run_1/met2.png
Scale: 3 px per um.
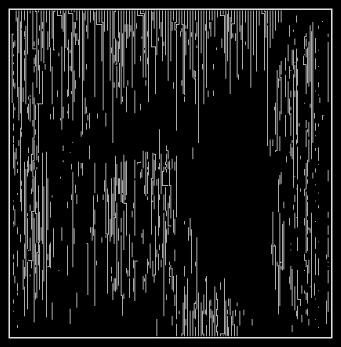
run_1/drive_strength.png
Scale: 4 px per um.
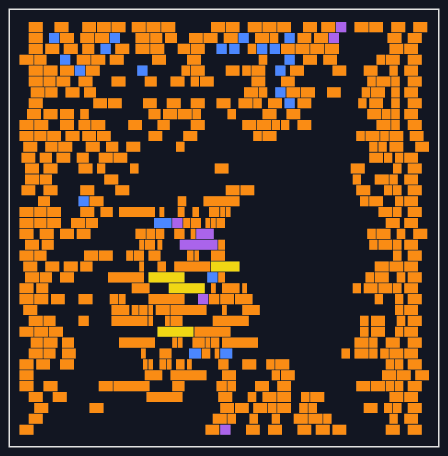
run_1/final_congestion.png
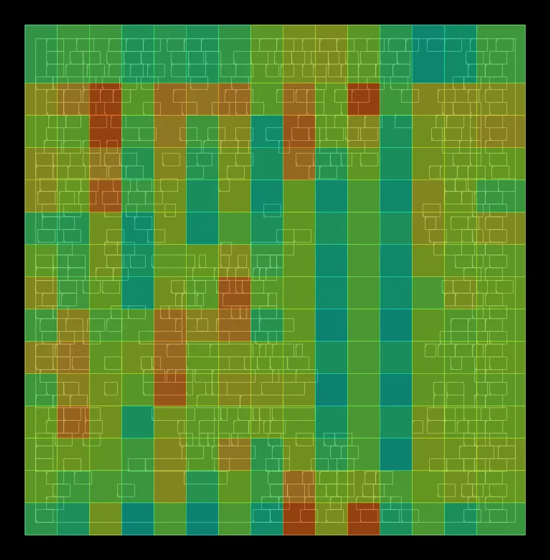
**src/rtl/mem_port_arbiter_if.sv**
```systemverilog
// Bundles the fetch, load/store and unified-memory handshake signals of the memory port arbiter.
// Signal directions carry the arbiter's point of view; "slave" is the arbiter, "master" its environment.
interface mem_port_arbiter_if #(
    parameter int AW = 32,
    parameter int DW = 32
);
    logic          if_req_i;
    logic [AW-1:0] if_addr_i;
    logic          if_gnt_o;
    logic          if_rvalid_o;
    logic [DW-1:0] if_rdata_o;

    logic          d_req_i;
    logic          d_we_i;
    logic [1:0]    d_size_i;
    logic [AW-1:0] d_addr_i;
    logic [DW-1:0] d_wdata_i;
    logic          d_gnt_o;
    logic          d_rvalid_o;
    logic [DW-1:0] d_rdata_o;

    logic          mem_req_o;
    logic          mem_we_o;
    logic [1:0]    mem_size_o;
    logic [AW-1:0] mem_addr_o;
    logic [DW-1:0] mem_wdata_o;
    logic          mem_gnt_i;
    logic          mem_rvalid_i;
    logic [DW-1:0] mem_rdata_i;

    logic          stall_o;
    logic          err_o;

    modport slave (
        input  if_req_i, if_addr_i,
        output if_gnt_o, if_rvalid_o, if_rdata_o,
        input  d_req_i, d_we_i, d_size_i, d_addr_i, d_wdata_i,
        output d_gnt_o, d_rvalid_o, d_rdata_o,
        output mem_req_o, mem_we_o, mem_size_o, mem_addr_o, mem_wdata_o,
        input  mem_gnt_i, mem_rvalid_i, mem_rdata_i,
        output stall_o, err_o
    );

    modport master (
        output if_req_i, if_addr_i,
        input  if_gnt_o, if_rvalid_o, if_rdata_o,
        output d_req_i, d_we_i, d_size_i, d_addr_i, d_wdata_i,
        input  d_gnt_o, d_rvalid_o, d_rdata_o,
        input  mem_req_o, mem_we_o, mem_size_o, mem_addr_o, mem_wdata_o,
        output mem_gnt_i, mem_rvalid_i, mem_rdata_i,
        input  stall_o, err_o
    );
endinterface

```
**src/rtl/mem_port_arbiter.sv**
```systemverilog
// Shares one memory port between instruction fetch and load/store, one transaction in flight,
// data-first with a streak limit that guarantees fetch progress, plus a response timeout.
module mem_port_arbiter #(
    parameter int AW          = 32,
    parameter int DW          = 32,
    parameter int MAX_DSTREAK = 4,
    parameter int TIMEOUT     = 64
) (
    input logic              clk,
    input logic              rst_n,
    mem_port_arbiter_if.slave bus
);
    localparam int SW = $clog2(MAX_DSTREAK + 1);
    localparam int TW = $clog2(TIMEOUT);
    localparam logic [SW-1:0] SMAX = SW'(MAX_DSTREAK);
    localparam logic [TW-1:0] TMAX = TW'(TIMEOUT - 1);

    typedef enum logic [1:0] {IDLE, WAIT_I, WAIT_D} state_t;

    state_t        r_state;
    logic [SW-1:0] r_streak;
    logic [TW-1:0] r_timer;
    logic          r_err;
    logic          r_hold;
    logic          r_hold_d;

    logic          w_idle;
    logic          w_hold_ok;
    logic          w_sel_d;
    logic          w_sel_i;
    logic          w_d_gnt;
    logic          w_i_gnt;
    logic          w_done;
    logic          w_d_rvalid;
    logic          w_i_rvalid;
    logic [DW-1:0] w_rdata;
    logic [AW-1:0] w_mem_addr;

    // An ungranted selection stays locked while its requester keeps asking, so the bus never switches mid-request.
    always_comb begin
        w_idle     = (r_state == IDLE) && rst_n;
        w_hold_ok  = r_hold && (r_hold_d ? bus.d_req_i : bus.if_req_i);
        w_sel_d    = w_hold_ok ? r_hold_d
                               : (bus.d_req_i && !(bus.if_req_i && (r_streak == SMAX)));
        w_sel_i    = !w_sel_d && bus.if_req_i;
        w_d_gnt    = w_idle && w_sel_d && bus.mem_gnt_i;
        w_i_gnt    = w_idle && w_sel_i && bus.mem_gnt_i;
        w_done     = bus.mem_rvalid_i || (r_timer == TMAX);
        w_d_rvalid = (r_state == WAIT_D) && w_done;
        w_i_rvalid = (r_state == WAIT_I) && w_done;
        w_rdata    = bus.mem_rvalid_i ? bus.mem_rdata_i : {DW{1'b0}};
        w_mem_addr = {AW{1'b0}};
        if (w_idle && w_sel_d)
            w_mem_addr = bus.d_addr_i;
        else if (w_idle && w_sel_i)
            w_mem_addr = bus.if_addr_i;
    end

    assign bus.mem_req_o   = w_idle && (w_sel_d || w_sel_i);
    assign bus.mem_we_o    = w_idle && w_sel_d && bus.d_we_i;
    assign bus.mem_size_o  = !w_idle ? 2'b00 : (w_sel_d ? bus.d_size_i : (w_sel_i ? 2'b10 : 2'b00));
    assign bus.mem_addr_o  = w_mem_addr;
    assign bus.mem_wdata_o = (w_idle && w_sel_d) ? bus.d_wdata_i : {DW{1'b0}};

    assign bus.if_gnt_o    = w_i_gnt;
    assign bus.d_gnt_o     = w_d_gnt;
    assign bus.if_rvalid_o = w_i_rvalid;
    assign bus.d_rvalid_o  = w_d_rvalid;
    assign bus.if_rdata_o  = w_i_rvalid ? w_rdata : {DW{1'b0}};
    assign bus.d_rdata_o   = w_d_rvalid ? w_rdata : {DW{1'b0}};
    assign bus.err_o       = r_err;

    // A fetch waiting on its own response is not a stall; the fetch unit bubbles by itself.
    assign bus.stall_o = rst_n && ((bus.if_req_i && !w_i_gnt) ||
                                   (bus.d_req_i && !w_d_gnt) ||
                                   (r_state == WAIT_D));

    always_ff @(posedge clk or negedge rst_n) begin
        if (!rst_n) begin
            r_state  <= IDLE;
            r_streak <= '0;
            r_timer  <= '0;
            r_err    <= 1'b0;
            r_hold   <= 1'b0;
            r_hold_d <= 1'b0;
        end else begin
            case (r_state)
                IDLE: begin
                    r_timer <= '0;
                    if (w_d_gnt) begin
                        r_state <= WAIT_D;
                        r_hold  <= 1'b0;
                        if (bus.if_req_i && (r_streak != SMAX))
                            r_streak <= r_streak + 1'b1;
                    end else if (w_i_gnt) begin
                        r_state  <= WAIT_I;
                        r_hold   <= 1'b0;
                        r_streak <= '0;
                    end else if (w_sel_d || w_sel_i) begin
                        r_hold   <= 1'b1;
                        r_hold_d <= w_sel_d;
                    end else begin
                        r_hold <= 1'b0;
                    end
                end
                WAIT_I, WAIT_D: begin
                    if (bus.mem_rvalid_i) begin
                        r_state <= IDLE;
                        r_timer <= '0;
                    end else if (r_timer == TMAX) begin
                        r_state <= IDLE;
                        r_timer <= '0;
                        r_err   <= 1'b1;
                    end else begin
                        r_timer <= r_timer + 1'b1;
                    end
                end
                default: begin
                    r_state <= IDLE;
                    r_timer <= '0;
                end
            endcase
        end
    end
endmodule
```
**src/flat_wrapper.sv**
```systemverilog
// flat-port wrapper written by rule: the top's interface ports become plain ports
module mem_port_arbiter_flat 
#(
    parameter int AW          = 32,
    parameter int DW          = 32,
    parameter int MAX_DSTREAK = 4,
    parameter int TIMEOUT     = 64
)
  (clk, rst_n, bus_if_req_i, bus_if_addr_i, bus_if_gnt_o, bus_if_rvalid_o, bus_if_rdata_o, bus_d_req_i, bus_d_we_i, bus_d_size_i, bus_d_addr_i, bus_d_wdata_i, bus_d_gnt_o, bus_d_rvalid_o, bus_d_rdata_o, bus_mem_req_o, bus_mem_we_o, bus_mem_size_o, bus_mem_addr_o, bus_mem_wdata_o, bus_mem_gnt_i, bus_mem_rvalid_i, bus_mem_rdata_i, bus_stall_o, bus_err_o);
  mem_port_arbiter_if #(.AW(AW), .DW(DW)) bus_i ();
  input logic clk;
  input logic rst_n;
  input wire logic [$bits(bus_i.if_req_i)-1:0] bus_if_req_i;
  input wire logic [$bits(bus_i.if_addr_i)-1:0] bus_if_addr_i;
  output wire logic [$bits(bus_i.if_gnt_o)-1:0] bus_if_gnt_o;
  output wire logic [$bits(bus_i.if_rvalid_o)-1:0] bus_if_rvalid_o;
  output wire logic [$bits(bus_i.if_rdata_o)-1:0] bus_if_rdata_o;
  input wire logic [$bits(bus_i.d_req_i)-1:0] bus_d_req_i;
  input wire logic [$bits(bus_i.d_we_i)-1:0] bus_d_we_i;
  input wire logic [$bits(bus_i.d_size_i)-1:0] bus_d_size_i;
  input wire logic [$bits(bus_i.d_addr_i)-1:0] bus_d_addr_i;
  input wire logic [$bits(bus_i.d_wdata_i)-1:0] bus_d_wdata_i;
  output wire logic [$bits(bus_i.d_gnt_o)-1:0] bus_d_gnt_o;
  output wire logic [$bits(bus_i.d_rvalid_o)-1:0] bus_d_rvalid_o;
  output wire logic [$bits(bus_i.d_rdata_o)-1:0] bus_d_rdata_o;
  output wire logic [$bits(bus_i.mem_req_o)-1:0] bus_mem_req_o;
  output wire logic [$bits(bus_i.mem_we_o)-1:0] bus_mem_we_o;
  output wire logic [$bits(bus_i.mem_size_o)-1:0] bus_mem_size_o;
  output wire logic [$bits(bus_i.mem_addr_o)-1:0] bus_mem_addr_o;
  output wire logic [$bits(bus_i.mem_wdata_o)-1:0] bus_mem_wdata_o;
  input wire logic [$bits(bus_i.mem_gnt_i)-1:0] bus_mem_gnt_i;
  input wire logic [$bits(bus_i.mem_rvalid_i)-1:0] bus_mem_rvalid_i;
  input wire logic [$bits(bus_i.mem_rdata_i)-1:0] bus_mem_rdata_i;
  output wire logic [$bits(bus_i.stall_o)-1:0] bus_stall_o;
  output wire logic [$bits(bus_i.err_o)-1:0] bus_err_o;
  assign bus_i.if_req_i = bus_if_req_i;
  assign bus_i.if_addr_i = bus_if_addr_i;
  assign bus_if_gnt_o = bus_i.if_gnt_o;
  assign bus_if_rvalid_o = bus_i.if_rvalid_o;
  assign bus_if_rdata_o = bus_i.if_rdata_o;
  assign bus_i.d_req_i = bus_d_req_i;
  assign bus_i.d_we_i = bus_d_we_i;
  assign bus_i.d_size_i = bus_d_size_i;
  assign bus_i.d_addr_i = bus_d_addr_i;
  assign bus_i.d_wdata_i = bus_d_wdata_i;
  assign bus_d_gnt_o = bus_i.d_gnt_o;
  assign bus_d_rvalid_o = bus_i.d_rvalid_o;
  assign bus_d_rdata_o = bus_i.d_rdata_o;
  assign bus_mem_req_o = bus_i.mem_req_o;
  assign bus_mem_we_o = bus_i.mem_we_o;
  assign bus_mem_size_o = bus_i.mem_size_o;
  assign bus_mem_addr_o = bus_i.mem_addr_o;
  assign bus_mem_wdata_o = bus_i.mem_wdata_o;
  assign bus_i.mem_gnt_i = bus_mem_gnt_i;
  assign bus_i.mem_rvalid_i = bus_mem_rvalid_i;
  assign bus_i.mem_rdata_i = bus_mem_rdata_i;
  assign bus_stall_o = bus_i.stall_o;
  assign bus_err_o = bus_i.err_o;
  mem_port_arbiter #(.AW(AW), .DW(DW), .MAX_DSTREAK(MAX_DSTREAK), .TIMEOUT(TIMEOUT)) u_core (.clk(clk), .rst_n(rst_n), .bus(bus_i));
endmodule
```
**config.mk**
```make
export PLATFORM = sky130hd
export DESIGN_NAME = mem_port_arbiter_flat
export DESIGN_NICKNAME = d
export VERILOG_FILES = /design/src/rtl/mem_port_arbiter_if.sv /design/src/rtl/mem_port_arbiter.sv /design/src/flat_wrapper.sv
export SDC_FILE = /design/constraint.sdc
export NUM_CORES = 1
export LEC_CHECK = 0
export CORE_AREA = 2 2 105 107
export CTS_BUF_LIST = sky130_fd_sc_hd__clkbuf_16
export CTS_CLUSTER_SIZE = 25
export DETAILED_ROUTE_END_ITERATION = 8
export DIE_AREA = 0 0 107 109
export HOLD_SLACK_MARGIN = 0.05
export REMOVE_ABC_BUFFERS = 1
export SLEW_MARGIN = 10
export SYNTH_ARGS = -nofsm -noshare
export SYNTH_HDL_FRONTEND = slang
export SYNTH_SLANG_ARGS = --single-unit
```
**constraint.sdc**
```tcl
create_clock -name clk -period 5.7 [get_ports clk]
set_input_delay 1.14 -clock clk [delete_from_list [all_inputs] [get_ports clk]]
set_output_delay 1.14 -clock clk [all_outputs]
set_load 0.05 [all_outputs]
```
==> notes.md, run 1 <==
impl run done, here's what came out: run status finished, final reports clean, detailed-routing iteration count for the pre-antenna-repair pass 4, Lkg Pwr between 2 and 2.5 nW, cell types with the largest area share after synthesis and3_1, dfrtp_1, a22o_1, final critical path time including I/O delays and setup 4.80 ns, Worst Path Required between 4 and 5 ns, antenna violations before repair 0, placed cell areas 0.00471 mm^2, cell repeated most along the worst path clkdlybuf4s50_1, cell type contributing the most total cell area after synthesis and3_1, total number of clock tree sinks 14, final total negative setup slack 0 ns, path type of the worst setup path input pin to output pin, crit path max-delay cell type clkdlybuf4s50_1, number of cells on the worst reg-to-reg path 7, number of distinct library cells after synthesis 33, post-CTS clock slew at the launch and capture registers of the worst setup and hold paths 0.05 ns, cell area after synthesis 0.00189 mm^2, Tot Pwr roughly 1.5 mW, kind of capture point of the worst setup path output pin, diodes inserted 0, Tcrit/Tclk final 84.3%, sequence of cells on the critical path clkdlybuf4s50_1 -> and3b_4 -> a311oi_4 -> buf_12 -> and2_2 -> clkdlybuf4s50_1, crit start category input pin, maximum ir drop on the vdd rail 0.182 mV, top area contributor share ~22%
Back to the opening pictures, met2.png:
nets with wire on the layer: 549
share of all routed wire: 51%
number of vias in the routed layout: 2845
Routed WL: 10000 um
met2 Usage GRT: 28.3%

Back to the opening pictures, drive_strength.png:
| colour | size | cells | share |
|---|---|---|---|
| purple | drive 3 to 4 | 7 | 1.4% |
| blue | drive 2 | 21 | 4.2% |
| yellow | drive 6 and up | 4 | 0.80% |
| orange | drive 1 or less | 467 | 94% |
Area growth, synth to finish: 153%
summed area of non-filler cells in the final layout: 0.00479 mm^2
Buffers, non-clock: 278
post-route setup slack: 0.897 ns

Back to the opening pictures, final_congestion.png:
met1 track demand over resource in global routing: 17.5%
final core utilization: 45.2%

==> run 1: logic make-up (layout without fill, tap and decap cells) <==
kind of cell | count (synthesis) | count (layout) | synth area share (%)
simple gates | 130 | 130 | 42.5
compound gates | 53 | 53 | 23.5
buf+inv | 35 | 291 | 9.19
flops | 14 | 14 | 18.5
fa+ha+maj | 6 | 6 | 3.97
xor+xnor | 4 | 4 | 1.85
mux | 1 | 1 | 0.529
==> run 1: worst paths after layout <==
kind / from / endpoint
max: bus_if_req_i / bus_mem_wdata_o[8]
min: u_core.r_timer[0]$_DFF_PN0_ / u_core.r_timer[0]$_DFF_PN0_
max reg2reg: u_core.r_state[0]$_DFFE_PN0P_ / u_core.r_streak[2]$_DFFE_PN0P_
min reg2reg: u_core.r_timer[0]$_DFF_PN0_ / u_core.r_timer[0]$_DFF_PN0_
max in group asynchronous: rst_n / u_core.r_timer[0]$_DFF_PN0_
min in group asynchronous: rst_n / u_core.r_hold_d$_DFFE_PN0P_
==> run 1: routing by layer <==
layer  wire, um  track usage [%]  up-vias  part of all wire (%)
li1           -                -     1391                     -
met1       3840             17.5     1286                    38
met2       5080             28.3      164                    51
met3       1000             4.78        4                    10
met4         89             1.86        0                  0.89
met5          0                0        -                     0
==> run 1: synth_stat cells, types with 2 or more instances <==
library cell,n
and3_1,66
a22o_1,32
and2_1,18
and2_2,18
clkbuf_1,17
dfrtp_1,14
nor2_1,10
inv_1,9
ha_1,6
buf_6,5
nand2_1,5
o21ai_0,5
nand3_1,4
a31oi_1,3
clkbuf_2,3
nand4_1,3
o21a_1,3
xnor2_1,3
a21o_1,2
a31o_2,2
nand2b_1,2
nand3b_1,2
==> run 1: sequential cells by signal, summed over array words and instances (netlist names) <==
signal            count
u_core.r_timer        6
u_core.r_streak       3
u_core.r_state        2
u_core.bus.err_o      1
u_core.r_hold         1
u_core.r_hold_d       1
==> run 1: area by class of cell <==
cell class	instances	area [um^2]	area share, %
Clock buffer	3	75.1	1.57
Clock inverter	1	3.75	0.0783
Inverter	9	33.8	0.705
Multi-Input combinational cell	194	1370	28.7
Sequential cell	14	350	7.31
Tap cell	140	175	3.66
Timing Repair Buffer	278	2780	58.0
==> run 1: worst reg2reg max path, stage by stage (launching register included) <==
cell      delay (ns)
dfrtp_1         0.39
inv_1           0.11
ha_1            0.34
nand3_1         0.17
a311oi_4        0.31
buf_12          0.29
o211ai_1        0.13
o21ai_0         0.09
==> run 1: through the flow <==
stage	cells	setup slack [ns]	util (%)
floorplan	217	1.32	-
global placement	635	0.914	44.5
detailed placement	635	0.902	44.5
CTS	639	0.884	45.2
global route	639	0.803	45.2
finish	639	0.897	45.2
==> run 1: report_power, final <==
group | switching (mW) | leakage [nW] | total (mW) | internal [mW]
Clock | 0.0406 | 0.0385 | 0.133 | 0.0928
Combinational | 0.774 | 1.85 | 1.22 | 0.447
Sequential | 0.0206 | 0.188 | 0.144 | 0.123
run_1/registers.png
Scale: 3 px per um.
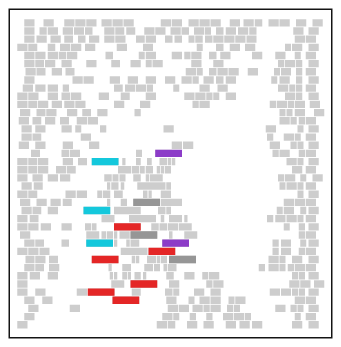

==> inputs of run 2 (changes only) <==
CORE_AREA = 2 2 108 110   (was 2 2 105 107)
DIE_AREA = 0 0 110 112   (was 0 0 107 109)
clock period = 4 ns   (was 5.7 ns; I/O delays follow)
run_2/registers.png
Scale: 3 px per um.
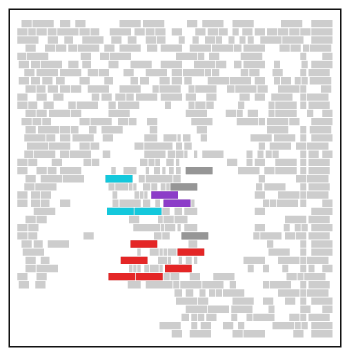
| colour | netlist name | flops |
|---|---|---|
| red | u_core.r_timer | 6 |
| purple | u_core.r_state | 2 |
| cyan | u_core.r_streak | 3 |
not coloured: 3
Flop area: 350 um^2
register fraction of the total cell area: 5.70%
final core utilization: 55.0%
flip-flop and latch power: 209 uW

run_2/met2.png
Scale: 3 px per um.
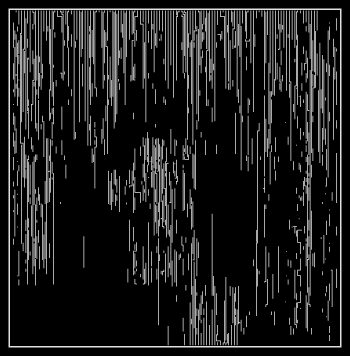
nets with wire on the layer: 566
longest straight run: 75.1 um
share of all routed wire: 53%
wire length on this layer: 6100 um
main direction: vertical
met2 Usage GRT: 33.1%
Routed WL: 11500 um
number of vias in the routed layout: 2931

==> run 2 against run 1 <==
  * Hold slack gained 0.0044 ns
  * Combinational power grew 86%
  * Sequential share of layout area shrank 1.6 points
  * Highest routed layer unchanged
  * Count of clock-buffer cells in the layout is the same
  * Power grew 78%
  * Sequential power grew 45%
  * Sequential cell count is the same
  * Largest cell class unchanged
  * Synthesized area is the same
==> notes.md, run 2 <==
impl run done, here's what came out: antenna violations before repair 0 (unchanged), Hold Crit Class flip-flop to flip-flop, final critical path time including I/O delays and setup 3.60 ns, Lkg Pwr 2.74 nW (+32%), post-CTS clock slew at the launch and capture registers of the worst setup and hold paths 0.04 ns (about the same), top area contributor share 21.8% (unchanged), CTS Root Buffer Type clkbuf_16, cell area after synthesis 0.00189 mm^2 (unchanged), cell types with the largest area share after synthesis and3_1, dfrtp_1, a22o_1, crit start category input pin, Area growth, synth to finish 225%, detailed-routing iteration count for the pre-antenna-repair pass 4 (unchanged), Tot Pwr 2.67 mW (+78%), diodes inserted 0 (unchanged), MaxCap Viol Count 0, most popular library cell in the synthesized design by count and3_1, Post-Place Setup Slack 0.402 ns (-0.501 ns), global-route wire length before repair 16500 um, Largest register FFs 6 (unchanged), biggest registers after layout u_core.r_timer x6, u_core.r_streak x3, u_core.r_state x2, most used standard cells in the synthesized netlist and3_1, a22o_1, and2_1, and2_2, clkbuf_1, maximum ir drop on the vdd rail 0.264 mV (+45%), Most flops, register u_core.r_timer, share of layout cells above drive strength 1 between 30 and 40%, final total negative setup slack 0 ns (unchanged), number of distinct library cells after synthesis 33 (unchanged), row count 39, post-route setup slack 0.405 ns (-0.493 ns), run status finished, final reports clean, transition time of the tightest slew-check pin ~1 ns, cell type contributing the most total cell area after synthesis and3_1, Tcrit/Tclk final between 80% and 90%, total number of clock tree sinks 14 (unchanged), Detailed Place HPWL 9780 um, primary flip-flop cell chosen by synthesis mapping dfrtp_1, R2R setup slack approximately 1.8 ns, path type of the worst setup path input pin to output pin
-- run 2: cell counts after synthesis --
No cell type changed its count.
-- run 2: final cells by class --
type                    instances  area (um^2)
repair buffers                280         4130
multi-input cells             194         1370
well taps                     143          179
inverters                       9         33.8
fillers                       944         5030
clock buffers                   3         75.1
flip-flops and latches         14          350
-- run 2: cells by family (layout without fill, tap and decap cells) --
group,Yosys count,in the layout,synth area share (%)
simple gates,130,130,42.5
compound gates,53,53,23.5
buf+inv,35,292,9.19
flops,14,14,18.5
fa+ha+maj,6,6,3.97
xor+xnor,4,4,1.85
mux,1,1,0.529
-- run 2: critical path, cell delays in order --
cell             delay [ns]
clkdlybuf4s50_1        0.66
nand3_1                0.20
a311oi_4               0.25
buf_4                  0.44
a22o_1                 0.27
buf_12                 0.15
-- run 2: per-layer routing --
layer	share of wire, %	track usage (%)
met1	35	19.0
met2	53	33.1
met3	10	4.86
met4	1.3	3.46
met5	0	0
-- run 2: where the power goes --
part / internal (mW) / leakage [nW] / switching (mW)
Sequential: 0.176 / 0.188 / 0.0330
Clock: 0.130 / 0.0370 / 0.0541
Combinational: 1.04 / 2.51 / 1.23
-- run 2: path summary, 6_finish.rpt --
check                                               from                        endpoint  cells after the start
max in group asynchronous                          rst_n    u_core.bus.err_o$_DFFE_PN0P_                      2
hold / removal               u_core.r_timer[0]$_DFF_PN0_     u_core.r_timer[0]$_DFF_PN0_                      1
setup / recovery                             bus_d_req_i              bus_mem_addr_o[29]                      6
hold reg to reg              u_core.r_timer[0]$_DFF_PN0_     u_core.r_timer[0]$_DFF_PN0_                      1
min in group asynchronous                          rst_n  u_core.r_streak[1]$_DFFE_PN0P_                      2
setup reg to reg           u_core.r_state[0]$_DFFE_PN0P_   u_core.r_state[0]$_DFFE_PN0P_                      7
-- run 2: through the flow --
step	hold slack [ns]	cell area, um^2	util (%)	cells
2_1_floorplan	0.433	1750	-	217
3_3_place_gp	0.446	6070	54.3	640
3_5_place_dp	0.458	6070	54.3	640
4_1_cts	0.462	6150	55.0	643
5_1_grt	0.495	6150	55.0	643
6_report	0.470	6150	55.0	643
Power and IR drop assume default switching activity.
